## src/rtl/pid_scheduler_if.sv

```systemverilog
// Error-fetch, datapath-step and output-capture signals of the PID scheduler.
// Latency: n/a (wiring only).
// Backpressure: err_req/err_valid fetch handshake; out_valid/out_ack capture handshake.
interface pid_scheduler_if #(
  parameter int aw = 1,
  parameter int ew = 24,
  parameter int ow = 12
);
  localparam int an = 2**aw;

  logic              err_req;
  logic              err_valid;
  logic [ew-1:0]     err_in;
  logic [ew-1:0]     err_out;
  logic [aw-1:0]     a;
  logic [3:0]        state;
  logic              calc;
  logic [ow-1:0]     m_in;
  logic [an*ow-1:0]  m_out;
  logic [an-1:0]     out_valid;
  logic [an-1:0]     out_ack;

  // scheduler side
  modport master (
    output err_req, err_out, a, state, calc, m_out, out_valid,
    input  err_valid, err_in, m_in, out_ack
  );

  // encoder/datapath/CPU side
  modport slave (
    input  err_req, err_out, a, state, calc, m_out, out_valid,
    output err_valid, err_in, m_in, out_ack
  );
endinterface

```

## src/rtl/pid_scheduler.sv

```systemverilog
// Loop-period tick generator and per-channel sequencer for the shared PID datapath.
// Latency: REQ one clock after tick, first calc one clock after err_valid, capture one clock after state-8 strobe.
// Backpressure: waits up to tmo clocks for err_valid; unacked captures are overwritten and flag overrun.
module pid_scheduler #(
  parameter int aw  = 1,
  parameter int an  = 2**aw,
  parameter int psc = 15,
  parameter int sdw = 8,
  parameter int ew  = 24,
  parameter int ow  = 12,
  parameter int tmo = 255
) (
  input  logic            clk_pid,
  input  logic            reset,
  input  logic [psc-1:0]  period,
  input  logic [sdw-1:0]  step_div,
  input  logic [an-1:0]   enable,
  input  logic            clr_flags,
  pid_scheduler_if.master bus,
  output logic            busy,
  output logic            overrun,
  output logic [an-1:0]   timeout
);
  localparam int tw = $clog2(tmo + 1);

  localparam logic [2:0] S_IDLE = 3'd0;
  localparam logic [2:0] S_REQ  = 3'd1;
  localparam logic [2:0] S_STEP = 3'd2;
  localparam logic [2:0] S_CAPT = 3'd3;
  localparam logic [2:0] S_NEXT = 3'd4;

  logic [2:0]       fsm_q, fsm_d;
  logic [psc-1:0]   cnt_q, cnt_d;
  logic [an-1:0]    mask_q, mask_d;
  logic [aw-1:0]    a_q, a_d;
  logic [3:0]       st_q, st_d;
  logic             calc_q, calc_d;
  logic [sdw-1:0]   gap_q, gap_d;
  logic [tw-1:0]    tcnt_q, tcnt_d;
  logic [ew-1:0]    err_q, err_d;
  logic [an*ow-1:0] mout_q, mout_d;
  logic [an-1:0]    ov_q, ov_d;
  logic [an-1:0]    to_q, to_d;
  logic             busy_q, busy_d;
  logic             ovr_q, ovr_d;

  logic             tick;
  logic             ovr_set;
  logic [an-1:0]    to_set;
  logic [an-1:0]    src;
  logic             nxt_found;
  logic [aw-1:0]    nxt_ch;

  // Channel search: lowest enabled channel at tick, next higher latched channel otherwise
  always_comb begin
    src       = (fsm_q == S_IDLE) ? enable : mask_q;
    nxt_found = 1'b0;
    nxt_ch    = '0;
    for (int i = an - 1; i >= 0; i--) begin
      if (src[i] && ((fsm_q == S_IDLE) || (i > int'(a_q)))) begin
        nxt_found = 1'b1;
        nxt_ch    = aw'(i);
      end
    end
  end

  // Period counter, sweep FSM, capture registers and sticky flags
  always_comb begin
    fsm_d   = fsm_q;
    mask_d  = mask_q;
    a_d     = a_q;
    st_d    = st_q;
    calc_d  = 1'b0;
    gap_d   = gap_q;
    tcnt_d  = tcnt_q;
    err_d   = err_q;
    mout_d  = mout_q;
    busy_d  = busy_q;
    to_set  = '0;
    tick    = (cnt_q == period);
    cnt_d   = tick ? '0 : cnt_q + 1'b1;
    // a tick that lands inside a sweep is dropped
    ovr_set = tick & busy_q;
    ov_d    = ov_q & ~bus.out_ack;

    case (fsm_q)
      S_IDLE: begin
        if (tick && nxt_found) begin
          mask_d = enable;
          busy_d = 1'b1;
          a_d    = nxt_ch;
          tcnt_d = '0;
          fsm_d  = S_REQ;
        end
      end
      S_REQ: begin
        if (bus.err_valid) begin
          err_d  = bus.err_in;
          calc_d = 1'b1;
          st_d   = 4'd0;
          fsm_d  = S_STEP;
        end else if (tcnt_q == tw'(tmo - 1)) begin
          to_set[a_q] = 1'b1;
          fsm_d       = S_NEXT;
        end else begin
          tcnt_d = tcnt_q + 1'b1;
        end
      end
      S_STEP: begin
        // calc_q marks a strobe cycle; state advances only on the next strobe
        if (calc_q) begin
          if (st_q == 4'd8) begin
            fsm_d = S_CAPT;
          end else if (step_div == '0) begin
            calc_d = 1'b1;
            st_d   = st_q + 4'd1;
          end else begin
            gap_d = step_div;
          end
        end else begin
          gap_d = gap_q - 1'b1;
          if (gap_q == sdw'(1)) begin
            calc_d = 1'b1;
            st_d   = st_q + 4'd1;
          end
        end
      end
      S_CAPT: begin
        mout_d[int'(a_q)*ow +: ow] = bus.m_in;
        if (ov_q[a_q] && !bus.out_ack[a_q]) ovr_set = 1'b1;
        // capture beats a same-cycle ack
        ov_d[a_q] = 1'b1;
        fsm_d     = S_NEXT;
      end
      S_NEXT: begin
        if (nxt_found) begin
          a_d    = nxt_ch;
          tcnt_d = '0;
          fsm_d  = S_REQ;
        end else begin
          busy_d = 1'b0;
          a_d    = '0;
          st_d   = 4'd0;
          fsm_d  = S_IDLE;
        end
      end
      default: fsm_d = S_IDLE;
    endcase

    // set events win over a simultaneous clear
    ovr_d = ovr_set | (ovr_q & ~clr_flags);
    to_d  = to_set | (to_q & ~{an{clr_flags}});
  end

  // State registers; reset aborts any sweep in flight
  always_ff @(posedge clk_pid or negedge reset) begin
    if (!reset) begin
      fsm_q  <= S_IDLE;
      cnt_q  <= '0;
      mask_q <= '0;
      a_q    <= '0;
      st_q   <= '0;
      calc_q <= 1'b0;
      gap_q  <= '0;
      tcnt_q <= '0;
      err_q  <= '0;
      mout_q <= '0;
      ov_q   <= '0;
      to_q   <= '0;
      busy_q <= 1'b0;
      ovr_q  <= 1'b0;
    end else begin
      fsm_q  <= fsm_d;
      cnt_q  <= cnt_d;
      mask_q <= mask_d;
      a_q    <= a_d;
      st_q   <= st_d;
      calc_q <= calc_d;
      gap_q  <= gap_d;
      tcnt_q <= tcnt_d;
      err_q  <= err_d;
      mout_q <= mout_d;
      ov_q   <= ov_d;
      to_q   <= to_d;
      busy_q <= busy_d;
      ovr_q  <= ovr_d;
    end
  end

  assign bus.err_req   = (fsm_q == S_REQ);
  assign bus.err_out   = err_q;
  assign bus.a         = a_q;
  assign bus.state     = st_q;
  assign bus.calc      = calc_q;
  assign bus.m_out     = mout_q;
  assign bus.out_valid = ov_q;
  assign busy          = busy_q;
  assign overrun       = ovr_q;
  assign timeout       = to_q;
endmodule

```

## src/flat_wrapper.sv

```systemverilog
// flat-port wrapper written by rule: the top's interface ports become plain ports
module pid_scheduler_flat 
#(
  parameter int aw  = 1,
  parameter int an  = 2**aw,
  parameter int psc = 15,
  parameter int sdw = 8,
  parameter int ew  = 24,
  parameter int ow  = 12,
  parameter int tmo = 255
)
  (clk_pid, reset, period, step_div, enable, clr_flags, busy, overrun, timeout, bus_err_req, bus_err_out, bus_a, bus_state, bus_calc, bus_m_out, bus_out_valid, bus_err_valid, bus_err_in, bus_m_in, bus_out_ack);
  pid_scheduler_if #(.aw(aw), .ew(ew), .ow(ow)) bus_i ();
  input  logic clk_pid;
  input  logic reset;
  input  logic [psc-1:0] period;
  input  logic [sdw-1:0] step_div;
  input  logic [an-1:0] enable;
  input  logic clr_flags;
  output logic busy;
  output logic overrun;
  output logic [an-1:0] timeout;
  output wire logic [$bits(bus_i.err_req)-1:0] bus_err_req;
  output wire logic [$bits(bus_i.err_out)-1:0] bus_err_out;
  output wire logic [$bits(bus_i.a)-1:0] bus_a;
  output wire logic [$bits(bus_i.state)-1:0] bus_state;
  output wire logic [$bits(bus_i.calc)-1:0] bus_calc;
  output wire logic [$bits(bus_i.m_out)-1:0] bus_m_out;
  output wire logic [$bits(bus_i.out_valid)-1:0] bus_out_valid;
  input wire logic [$bits(bus_i.err_valid)-1:0] bus_err_valid;
  input wire logic [$bits(bus_i.err_in)-1:0] bus_err_in;
  input wire logic [$bits(bus_i.m_in)-1:0] bus_m_in;
  input wire logic [$bits(bus_i.out_ack)-1:0] bus_out_ack;
  assign bus_err_req = bus_i.err_req;
  assign bus_err_out = bus_i.err_out;
  assign bus_a = bus_i.a;
  assign bus_state = bus_i.state;
  assign bus_calc = bus_i.calc;
  assign bus_m_out = bus_i.m_out;
  assign bus_out_valid = bus_i.out_valid;
  assign bus_i.err_valid = bus_err_valid;
  assign bus_i.err_in = bus_err_in;
  assign bus_i.m_in = bus_m_in;
  assign bus_i.out_ack = bus_out_ack;
  pid_scheduler #(.aw(aw), .an(an), .psc(psc), .sdw(sdw), .ew(ew), .ow(ow), .tmo(tmo)) u_core (.clk_pid(clk_pid), .reset(reset), .period(period), .step_div(step_div), .enable(enable), .clr_flags(clr_flags), .bus(bus_i), .busy(busy), .overrun(overrun), .timeout(timeout));
endmodule
```

## config.mk

```make
export PLATFORM = sky130hd
export DESIGN_NAME = pid_scheduler_flat
export DESIGN_NICKNAME = d
export VERILOG_FILES = /design/src/rtl/pid_scheduler_if.sv /design/src/rtl/pid_scheduler.sv /design/src/flat_wrapper.sv
export SDC_FILE = /design/constraint.sdc
export NUM_CORES = 1
export LEC_CHECK = 0
export CAP_MARGIN = 15
export CORE_ASPECT_RATIO = 1.4
export CORE_UTILIZATION = 45
export CTS_BUF_LIST = sky130_fd_sc_hd__clkbuf_8
export DETAILED_ROUTE_END_ITERATION = 7
export GPL_TIMING_DRIVEN = 0
export PLACE_DENSITY = 0.79
export RECOVER_POWER = 25
export SLEW_MARGIN = 40
export SYNTH_ARGS = -nofsm -noshare
export SYNTH_HDL_FRONTEND = slang
export SYNTH_SLANG_ARGS = --single-unit
```

## constraint.sdc

```tcl
create_clock -name clk_pid -period 2.6 [get_ports clk_pid]
set_input_delay 0.26 -clock clk_pid [delete_from_list [all_inputs] [get_ports clk_pid]]
set_output_delay 0.26 -clock clk_pid [all_outputs]
set_load 0.05 [all_outputs]
```

Fig. 1: cell classes on the final placement
The bar under the picture is 20 um long.
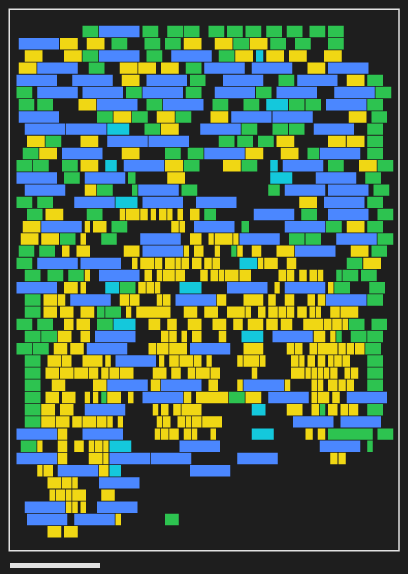
sequential cells -> blue  # cells 95, share of their area 40%
clock drivers and dummy loads -> cyan  # cells 16, share of their area 3.0%
combinational and other logic -> yellow  # cells 297, share of their area 35%
remaining buffers and delay cells -> green  # cells 141, share of their area 23%

Fig. 2: clock routing
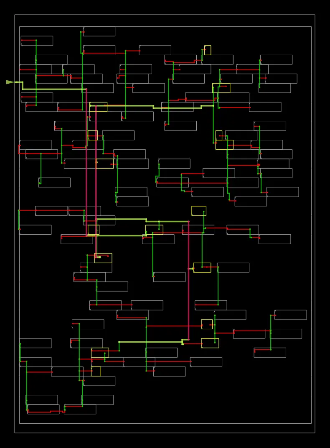
flop count: 95
total clock buffers created by CTS: 9

Fig. 3: M1 wires
Supply wires on this layer in gray. Cells faint in the background.
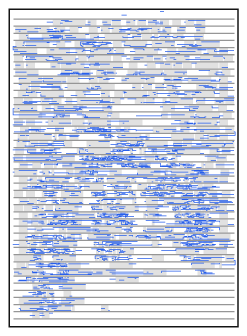
longest straight run = 22.5 um
nets with wire on the layer = 546

==> impl_metrics.toml <==
# synthesis and place-and-route metrics
[run_status]
status = "finished, violations left"
violations = "capacitance limit, slew limit"

[critical_path]
critical_path_arrival_ns = 2.55
cp-start-kind = "register"
worstRegToRegCells = 6
cp.buffers_inverters = 2
worst-path-max-fanout = 10
slowest_stage = "sky130_fd_sc_hd__nor3b_1"
critPathTopFamily = "AND-OR/OR-AND gates"
end_kind = "register"
worstPathCellList = "clkbuf_1 -> nor3b_1 -> o21ai_1 -> clkbuf_1 -> o21ai_0 -> o21ai_0"

[sta]
worst_slew_pin_tran_ns = 1.90
fin_crit_sh_pct = 89.2
final_hold_viol_count = 0
max_clock_freq_mhz = 431
setup_ws_ns = 0.280
finalSetupTns_ns = 0
slew_viol_final = 34
whs_ns = 0.490

[layout]
most_frequent_standard_cell_in_the_layout_excluding_fill_and_tap_cells = "sky130_fd_sc_hd__clkdlybuf4s50_1"
finish.net_count = 618
layout_cells_sized_above_1_pct = 14.4
fin_util_pct = 64.0
mostFrequentLayoutCells = "sky130_fd_sc_hd__clkdlybuf4s50_1 (125), sky130_fd_sc_hd__dfrtp_1 (95), sky130_fd_sc_hd__mux2_2 (50), sky130_fd_sc_hd__nor2_1 (32), sky130_fd_sc_hd__o21ai_0 (23)"
instances_no_fill = 681
fillers = 811

[global_route]
grt_overflow_total = 0
grt_pass1_vias = 3762
antenna_violations_before_repair = 0

[synthesis]
post_synth_inst_count = 404
ys_area_um2 = 4510
synthArstFlopShare_pct = 100
number_of_flops_mapped_to_enable_cells_by_yosys = 0
yosysUniqueCellTypes = 51
syn-mean-instance-area_um2 = 11.2
ys_warn_count = 0
yosysSeqAreaShare_pct = 52.7

[detailed_routing]
drt-total-wl_mm = 10.5
detail-route-antenna-nets = 0
route.detailed.wl_per_inst_um = 15.4
post_drt_via_cell_ratio = 5.34
detailedRoute.firstIterationViolations = 113
drc_errors = 0

[placement]
io_buffer_count = 127
dp_hpwl_mm = 7.98
detailed_place.area_um2 = 5970
number_of_placed_instances_with_taps_included = 664
dp_slack_ns = 0.125
place.gp.congestion = 0.887

[job]
warning_count = 29
max-cap-violations = 1

[cts]
htree_num_levels = 3
cts_tree = "built"
clkSinkCount = 95

[hold_path]
hold_path.class = "in -> reg"
hold_depth = 2

[die]
initial_utilization_pct = 46.9
die_height_um = 120
boundaryPins = 128
design.die.area_um2 = 10400
placeableCoreArea_um2 = 9620

[pwr]
powerDensity_nw_per_um2 = 1170
p_total_mw = 7.17
Fig. 4: cell sizes after repair
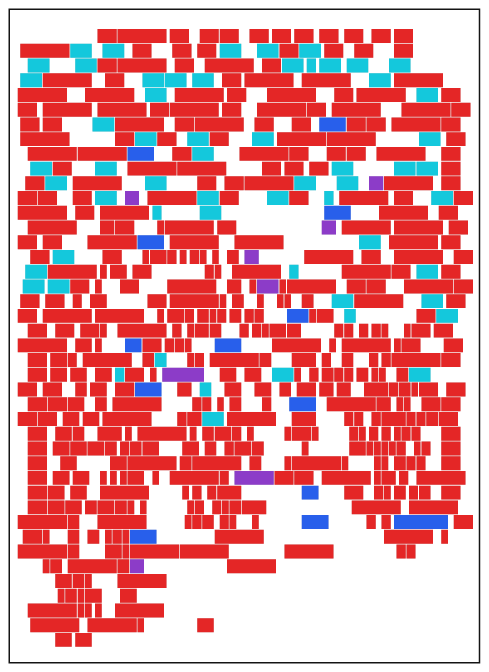
_6 and larger -> blue  # cells 13
_3 and _4 cells -> purple  # cells 8
_2 cells -> cyan  # cells 58
_0 and _1 cells -> red  # cells 470

Fig. 5: clock network drawn from the DEF
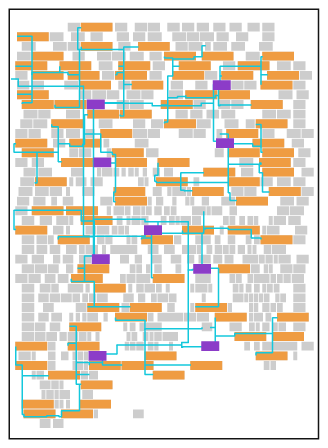
clock wires -> cyan  # length 1090 um
flip-flops -> orange  # count 95
clock drivers -> purple  # count 9
routed clock nets = 10
flops lie = widely spread

==> worst paths after layout <==
| path | to | startpoint | slack [ns] |
|---|---|---|---|
| setup / recovery | u_core.gap_q[6]$_DFFE_PN0P_ | u_core.fsm_q[2]$_DFFE_PN0P_ | 0.28 |
| hold / removal | u_core.bus.out_valid[1]$_DFF_PN0_ | bus_out_ack[1] | 0.49 |
| setup reg to reg | u_core.gap_q[6]$_DFFE_PN0P_ | u_core.fsm_q[2]$_DFFE_PN0P_ | 0.28 |
| hold reg to reg | u_core.bus.out_valid[0]$_DFF_PN0_ | u_core.bus.out_valid[0]$_DFF_PN0_ | 0.51 |
| max in group asynchronous | u_core.bus.err_out[0]$_DFFE_PN0P_ | reset | 0.56 |
| min in group asynchronous | u_core.gap_q[4]$_DFFE_PN0P_ | reset | 0.95 |
==> report_power, final <==
group	internal (mW)	switching (mW)
Sequential	2.02	0.408
Clock	0.357	0.537
Combinational	1.45	2.40
Total	3.82	3.35
==> cell type report <==
cell class	count	area [um2]	area share, %
buffer	12	60.1	0.976
clock buffer	9	124	2.01
clock inverter	7	53.8	0.875
inverter	18	67.6	1.10
multi-input combinational	279	2000	32.5
sequential	95	2380	38.6
tap	132	165	2.69
timing repair buffer	129	1300	21.2
==> synth_stat cells, types with 3 or more instances <==
library cell | count | area share (%)
sky130_fd_sc_hd__nand3_1 | 12 | 1.3
sky130_fd_sc_hd__and3_1 | 13 | 1.8
sky130_fd_sc_hd__o21ai_0 | 23 | 2.6
sky130_fd_sc_hd__and2_1 | 5 | 0.69
sky130_fd_sc_hd__mux2i_1 | 3 | 0.67
sky130_fd_sc_hd__ha_1 | 7 | 1.9
sky130_fd_sc_hd__buf_2 | 3 | 0.33
sky130_fd_sc_hd__nor2_1 | 32 | 2.7
sky130_fd_sc_hd__xor2_1 | 21 | 4.1
sky130_fd_sc_hd__buf_4 | 3 | 0.50
sky130_fd_sc_hd__mux2_2 | 50 | 12
sky130_fd_sc_hd__xnor2_1 | 8 | 1.6
sky130_fd_sc_hd__nand4_1 | 7 | 0.97
sky130_fd_sc_hd__nor4_1 | 7 | 0.97
sky130_fd_sc_hd__a211o_1 | 3 | 0.58
sky130_fd_sc_hd__inv_1 | 18 | 1.5
sky130_fd_sc_hd__nor3_1 | 10 | 1.1
sky130_fd_sc_hd__dfrtp_1 | 95 | 53
sky130_fd_sc_hd__a21oi_1 | 16 | 1.8
sky130_fd_sc_hd__nand2_1 | 22 | 1.8
sky130_fd_sc_hd__clkbuf_1 | 5 | 0.42
sky130_fd_sc_hd__and4_1 | 3 | 0.58
==> logic make-up after synthesis <==
family	synth area share, %
adder cells (fa/ha/maj)	1.94
buffers and inverters	2.83
multiplexers	13.2
AND-OR/OR-AND	9.55
XOR/XNOR	5.64
flip-flops	52.7
AND/OR/NAND/NOR	14.1
==> layer usage <==
metal / vias up / wire length [um] / track usage, %
li1: 1703 / - / -
met1: 1788 / 4130 / 22.7
met2: 127 / 5520 / 37.9
met3: 19 / 617 / 6.01
met4: 0 / 250 / 8.75
met5: - / 0 / 0
==> timing repair <==
action                                  CTS  global route
endpoints found under the hold margin    33             0
endpoints found under the setup margin    1             0
hold buffers                              1             0
resized                                   1             0
setup buffers                             0             0
